--- src/rtl/alu_seq_pkg.sv ---
// alu_seq_pkg: mode codes and FSM state encoding shared by the sequential ALU
package alu_seq_pkg;
    localparam logic [3:0] MODE_ADD = 4'd0;
    localparam logic [3:0] MODE_SUB = 4'd1;
    localparam logic [3:0] MODE_AND = 4'd2;
    localparam logic [3:0] MODE_OR  = 4'd3;
    localparam logic [3:0] MODE_XOR = 4'd4;
    localparam logic [3:0] MODE_NOT = 4'd5;
    localparam logic [3:0] MODE_INC = 4'd6;
    localparam logic [3:0] MODE_DEC = 4'd7;
    localparam logic [3:0] MODE_SHL = 4'd8;
    localparam logic [3:0] MODE_SHR = 4'd9;
    localparam logic [3:0] MODE_ASR = 4'd10;
    localparam logic [3:0] MODE_ROL = 4'd11;
    localparam logic [3:0] MODE_MUL = 4'd12;
    localparam logic [3:0] MODE_CMP = 4'd13;
    localparam logic [3:0] MODE_LDB = 4'd14;
    localparam logic [3:0] MODE_CLR = 4'd15;
    typedef enum logic {ST_IDLE, ST_MUL} state_t;
endpackage

--- src/rtl/alu_shift_add_mul.sv ---
// alu_shift_add_mul: N-step iterative unsigned shift-add multiplier
module alu_shift_add_mul #(
    parameter int N = 8
) (
    input  logic           clk,
    input  logic           rst_n,
    input  logic           load,
    input  logic           step,
    input  logic [N-1:0]   a,
    input  logic [N-1:0]   b,
    output logic [2*N-1:0] prod_nxt,
    output logic           last
);
    localparam int CW = (N > 2) ? $clog2(N) : 1;
    logic [N-1:0]   mcand;
    logic [2*N-1:0] p;
    logic [CW-1:0]  cnt;
    logic [N:0]     sum;
    // Conditionally add the multiplicand to the high half, then shift right one place
    always_comb begin
        sum      = {1'b0, p[2*N-1:N]} + (p[0] ? {1'b0, mcand} : '0);
        prod_nxt = {sum, p[N-1:1]};
        last     = cnt == CW'(N - 1);
    end
    // Operand latch on load, one partial-product step per cycle afterwards
    always_ff @(posedge clk or negedge rst_n) begin
        if (!rst_n) begin
            mcand <= '0;
            p     <= '0;
            cnt   <= '0;
        end else if (load) begin
            mcand <= a;
            p     <= {{N{1'b0}}, b};
            cnt   <= '0;
        end else if (step) begin
            p     <= prod_nxt;
            cnt   <= cnt + CW'(1);
        end
    end
endmodule

--- src/rtl/alu_seq_nbit.sv ---
// alu_seq_nbit: registered 16-op N-bit ALU with accumulator, flags and iterative multiply
module alu_seq_nbit #(
    parameter int N      = 8,
    parameter bit MUL_EN = 1'b1
) (
    input  logic         clk,
    input  logic         rst_n,
    input  logic         start,
    input  logic [N-1:0] A,
    input  logic [N-1:0] B,
    input  logic         CB_in,
    input  logic [3:0]   mode,
    input  logic         use_acc,
    output logic         busy,
    output logic         done,
    output logic [N-1:0] res,
    output logic [N-1:0] res_hi,
    output logic         CB_out,
    output logic         zero,
    output logic         neg,
    output logic         ovf
);
    import alu_seq_pkg::*;
    localparam logic [N+1:0] ONE = (N + 2)'(1);
    state_t         state, state_nxt;
    logic [N-1:0]   op_a, r;
    logic [N+1:0]   za, zb, sa, sb, ci, u, s;
    logic           cb_c, arith, ovf_c, start_mul, mul_last;
    logic [2*N-1:0] mul_prod;

    assign op_a      = use_acc ? res : A;
    assign za        = {2'b00, op_a};
    assign zb        = {2'b00, B};
    assign sa        = {{2{op_a[N-1]}}, op_a};
    assign sb        = {{2{B[N-1]}}, B};
    assign ci        = (N + 2)'(CB_in);
    assign busy      = state == ST_MUL;
    assign start_mul = MUL_EN && start && state == ST_IDLE && mode == MODE_MUL;

    if (MUL_EN) begin : g_mul
        alu_shift_add_mul #(.N(N)) u_mul (
            .clk      (clk),
            .rst_n    (rst_n),
            .load     (start_mul),
            .step     (busy),
            .a        (op_a),
            .b        (B),
            .prod_nxt (mul_prod),
            .last     (mul_last)
        );
    end else begin : g_nomul
        assign mul_prod = '0;
        assign mul_last = 1'b0;
    end

    // Single-cycle datapath: u is the zero-extended result, s the exact signed one
    always_comb begin
        u     = '0;
        s     = '0;
        r     = '0;
        cb_c  = 1'b0;
        arith = 1'b0;
        case (mode)
            MODE_ADD: begin u = za + zb + ci; s = sa + sb + ci; r = u[N-1:0]; cb_c = u[N];   arith = 1'b1; end
            MODE_SUB: begin u = za + ci - zb; s = sa + ci - sb; r = u[N-1:0]; cb_c = u[N+1]; arith = 1'b1; end
            MODE_AND: r = op_a & B;
            MODE_OR:  r = op_a | B;
            MODE_XOR: r = op_a ^ B;
            MODE_NOT: r = ~op_a;
            MODE_INC: begin u = za + ONE; s = sa + ONE; r = u[N-1:0]; cb_c = u[N];   arith = 1'b1; end
            MODE_DEC: begin u = za - ONE; s = sa - ONE; r = u[N-1:0]; cb_c = u[N+1]; arith = 1'b1; end
            MODE_SHL: begin r = {op_a[N-2:0], 1'b0};      cb_c = op_a[N-1]; end
            MODE_SHR: begin r = {1'b0, op_a[N-1:1]};      cb_c = op_a[0];   end
            MODE_ASR: begin r = {op_a[N-1], op_a[N-1:1]}; cb_c = op_a[0];   end
            MODE_ROL: begin r = {op_a[N-2:0], op_a[N-1]}; cb_c = op_a[N-1]; end
            MODE_CMP: begin u = za - zb; s = sa - sb; r = u[N-1:0]; cb_c = u[N+1]; arith = 1'b1; end
            MODE_LDB: r = B;
            default:  r = '0;
        endcase
        ovf_c = arith && (s != {{2{s[N-1]}}, s[N-1:0]});
    end

    // State register
    always_ff @(posedge clk or negedge rst_n) begin
        if (!rst_n) state <= ST_IDLE;
        else        state <= state_nxt;
    end

    // Next state: enter MUL on an accepted multiply, leave after the last step
    always_comb begin
        state_nxt = state;
        if (start_mul)             state_nxt = ST_MUL;
        else if (busy && mul_last) state_nxt = ST_IDLE;
    end

    // Result and flag registers; CMP updates flags only
    always_ff @(posedge clk or negedge rst_n) begin
        if (!rst_n) begin
            done   <= 1'b0;
            res    <= '0;
            res_hi <= '0;
            CB_out <= 1'b0;
            zero   <= 1'b0;
            neg    <= 1'b0;
            ovf    <= 1'b0;
        end else if (busy) begin
            done <= mul_last;
            if (mul_last) begin
                {res_hi, res} <= mul_prod;
                CB_out        <= 1'b0;
                zero          <= mul_prod == '0;
                neg           <= mul_prod[2*N-1];
                ovf           <= 1'b0;
            end
        end else begin
            done <= start && !start_mul;
            if (start && !start_mul) begin
                if (mode != MODE_CMP) begin
                    res    <= r;
                    res_hi <= '0;
                end
                CB_out <= cb_c;
                zero   <= r == '0;
                neg    <= r[N-1];
                ovf    <= ovf_c;
            end
        end
    end
endmodule

--- config.mk ---
export PLATFORM = sky130hd
export DESIGN_NAME = alu_seq_nbit
export DESIGN_NICKNAME = d
export VERILOG_FILES = /design/src/rtl/alu_seq_pkg.sv /design/src/rtl/alu_shift_add_mul.sv /design/src/rtl/alu_seq_nbit.sv
export SDC_FILE = /design/constraint.sdc
export NUM_CORES = 1
export LEC_CHECK = 0
export ABC_AREA = 1
export CAP_MARGIN = 20
export CORE_ASPECT_RATIO = 0.7
export CORE_MARGIN = 4
export CORE_UTILIZATION = 60
export CTS_CLUSTER_DIAMETER = 60
export DETAILED_ROUTE_END_ITERATION = 6
export PLACE_DENSITY = 0.82
export SYNTH_ARGS = -nofsm -noshare
export SYNTH_HDL_FRONTEND = slang
export SYNTH_SLANG_ARGS = --single-unit
export TNS_END_PERCENT = 50
--- constraint.sdc ---
create_clock -name clk -period 2.7 [get_ports clk]
set_input_delay 0.27 -clock clk [delete_from_list [all_inputs] [get_ports clk]]
set_output_delay 0.27 -clock clk [all_outputs]
set_load 0.02 [all_outputs]
==> images/detail.png <==
Bar = 5 µm. Window x 51 to 71, y 51 to 71 µm. Cells in grey, sequential cells in the stronger grey; small squares are vias.
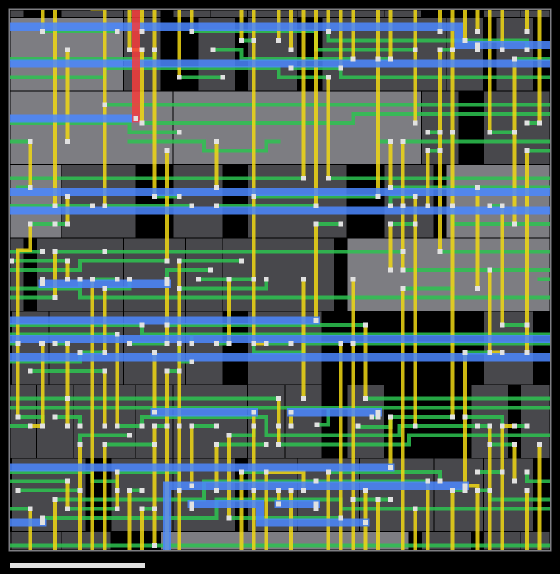
Key: red = metal 4; blue = metal 3; green = metal 1; yellow = metal 2
Most frequent: nand2_1 (9), buf_4 (6), nand3_1 (4). Sequential cells in the window: 3. 42 logic cells have their middle in the window.

==> images/wires.png <==
Bar = 20 µm.
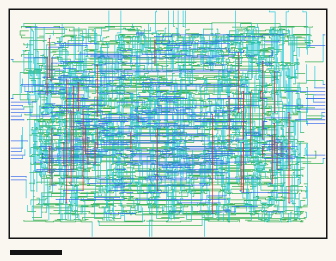
Key: red = metal 4 [wire length 615 µm]; green = metal 1 [wire length 8300 µm]; blue = metal 3 [wire length 2880 µm]; cyan = metal 2 [wire length 7990 µm]
gr usage total: 36.9%
detailed-route via count: 6636
average wire per cell in the routed design: 17.9 µm
final wirelength: 19800 µm

==> notes.md <==
A synthesized cell averages 6.35 µm². The switching power of the nets is 2.67 mW, and the design area is 7000 µm². Per the GRT congestion report, total overflow comes to 0. The clock tree buffer depth is 2, and the proportion of synthesized flip-flops having asynchronous set or reset is 100%. Yosys attributes the largest share of cell area to sky130_fd_sc_hd__dfrtp_1 23%, sky130_fd_sc_hd__nand2_1 19%, sky130_fd_sc_hd__ha_1 10%, sky130_fd_sc_hd__nand3_1 8.0%, sky130_fd_sc_hd__inv_1 7.2%.

The detailed router used layers up to and including met4. Pins over their slew limit in the final report were tallied at 0. The number of DRC violations after detailed-routing iteration 0 came out at 1048.

The floorplan step defined a die boundary enclosing 10600 µm². Setup total negative slack: 0 ns. With the utilization of the core after routing at 81.3%, the area inside the core boundary is 8620 µm². Counting the fill cells in the layout gives 605.

Worst slack on hold paths: 0.348 ns. The port buffer count is 46. The post-synth tally of flip-flops with integrated enable was 0. The script extracted a total leakage power of 3.70 nW. The pin count of the biggest net entering global routing is 50, and the switching part of the total is 47.8%. The count of mapped cells out of synthesis came out at 851. The combinational share of power is 65.0%, and the floorplan net count is 931. The detailed router reports a met3 wire length of 2880 µm. The synthesis report names the predominant flop master as sky130_fd_sc_hd__dfrtp_1.

The synthesis-to-layout area growth is 29.7%. Setup repair after global routing could not meet its margin everywhere. In this build the clock could be raised as far as 0.374 GHz. The area used by multi-input combinational logic was 3800 µm². The tool warning count for the run is 51.

Power attributed to combinational cells is 3.62 mW. The most common logic cells in the final layout are 264 x sky130_fd_sc_hd__nand2_1, 96 x sky130_fd_sc_hd__buf_4, 95 x sky130_fd_sc_hd__inv_1. The classification of the worst setup path was reg -> reg.

In this run the count of I/O pins placed on the die edge is 47. The final antenna diode count came out at 0. The flow ran to the end, and the final reports show no timing, DRC or antenna violations.

The first global-routing pass estimated 30500 µm of wire. The run gives 796 nW/µm² for the power per unit of standard cell area. The placed cell area is 6570 µm². The max-slew check reports its worst relative slack as 50.4%. The routed length on met1 came out at 8300 µm.

Among all stages on the critical path, the maximum delay recorded is 0.45 ns. The run gives 52.9% as the met2 track demand over resource in global routing. The transition time at the pin with the least slew margin was 0.742 ns. The register with the most flip-flops in the layout has 16 of them. The synthesis stat section lists a flop and latch total of 49. The share of total power dissipated in the clock network is 13.0%. The run gives 6 as the first-pass iteration count of the detailed router.

Post-route period utilization is reported as 99.1%. The run gives 1064 as the final net count. In the power breakdown, the internal column shows 2.91 mW.

The synthesized netlist occupies a cell area of 5400 µm².
==> images/flops_by_reg.png <==
Bar = 20 µm. Other sequential cells in the stronger grey, the rest of the logic in the fainter grey.
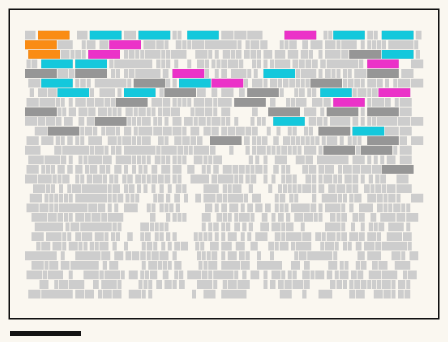
Key: cyan = `g_mul.u_mul.p` [flops 16]; orange = `g_mul.u_mul.cnt` [flops 3]; magenta = `res_hi` [flops 8]
Another 22 sequential cells are not coloured.
register share of the cell area: 17.5%
sequential power: 1.23 mW
area used by sequential logic in the layout: 1230 µm²

==> images/logic_types.png <==
Bar = 20 µm.
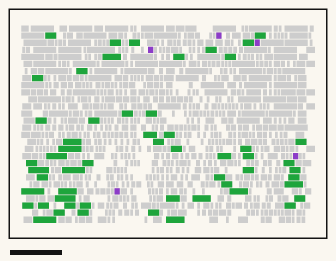
Key: purple = AND and OR gates [cells 5, most used or2_2]; green = adder and majority cells [cells 55, most used ha_1, where all over the die]
logic share of the area: 54.3%
highest-count logic cell in the final layout: sky130_fd_sc_hd__nand2_1
non-filler instance count after layout: 1104

==> layout make-up <==
class	instances	share of cell area, %
multi-input combinational	666	54.3
sequential	49	17.5
timing repair buffer	145	17.4
inverter	117	6.38
tap	120	2.14
clock buffer	5	1.79
clock inverter	2	0.500
==> final timing paths <==
kind	cells past startpoint	startpoint	endpoint	slack, ns
setup / recovery	18	res[1]$_DFFE_PN0P_	zero$_DFFE_PN0P_	0.03
hold / removal	2	rst_n	res_hi[4]$_DFFE_PN0P_	0.35
setup reg to reg	18	res[1]$_DFFE_PN0P_	zero$_DFFE_PN0P_	0.03
hold reg to reg	2	CB_out$_DFFE_PN0P_	CB_out$_DFFE_PN0P_	0.49
max in group asynchronous	3	rst_n	g_mul.u_mul.p[1]$_DFFE_PN0P_	1.88
min in group clk	2	CB_out$_DFFE_PN0P_	CB_out$_DFFE_PN0P_	0.49
==> cell families (layout without fill, tap and decap cells) <==
family | count (synthesis) | after routing | share of synthesized area, %
adder cells (fa/ha/maj) | 55 | 55 | 14.1
AND/OR/NAND/NOR | 509 | 509 | 41.2
XOR/XNOR | 7 | 7 | 1.14
buffers and inverters | 136 | 269 | 10.3
flip-flops | 49 | 49 | 22.7
AND-OR/OR-AND | 95 | 95 | 10.5
==> worst max-delay path: cells and delay by family, from the launching register on <==
kind | cells | cell delay, ns
AND/OR/NAND/NOR | 12 | 1.20
adder cells (fa/ha/maj) | 2 | 0.62
flip-flops | 1 | 0.41
buffers and inverters | 3 | 0.25
AND-OR/OR-AND | 1 | 0.13
==> what timing repair did <==
item,CTS,global route
hold endpoints to repair,0,6
setup buffers,2,4
endpoints found under the setup margin,11,10
hold buffers,0,1
gates resized,20,47
pin swaps,6,21
Power and IR drop assume default switching activity.
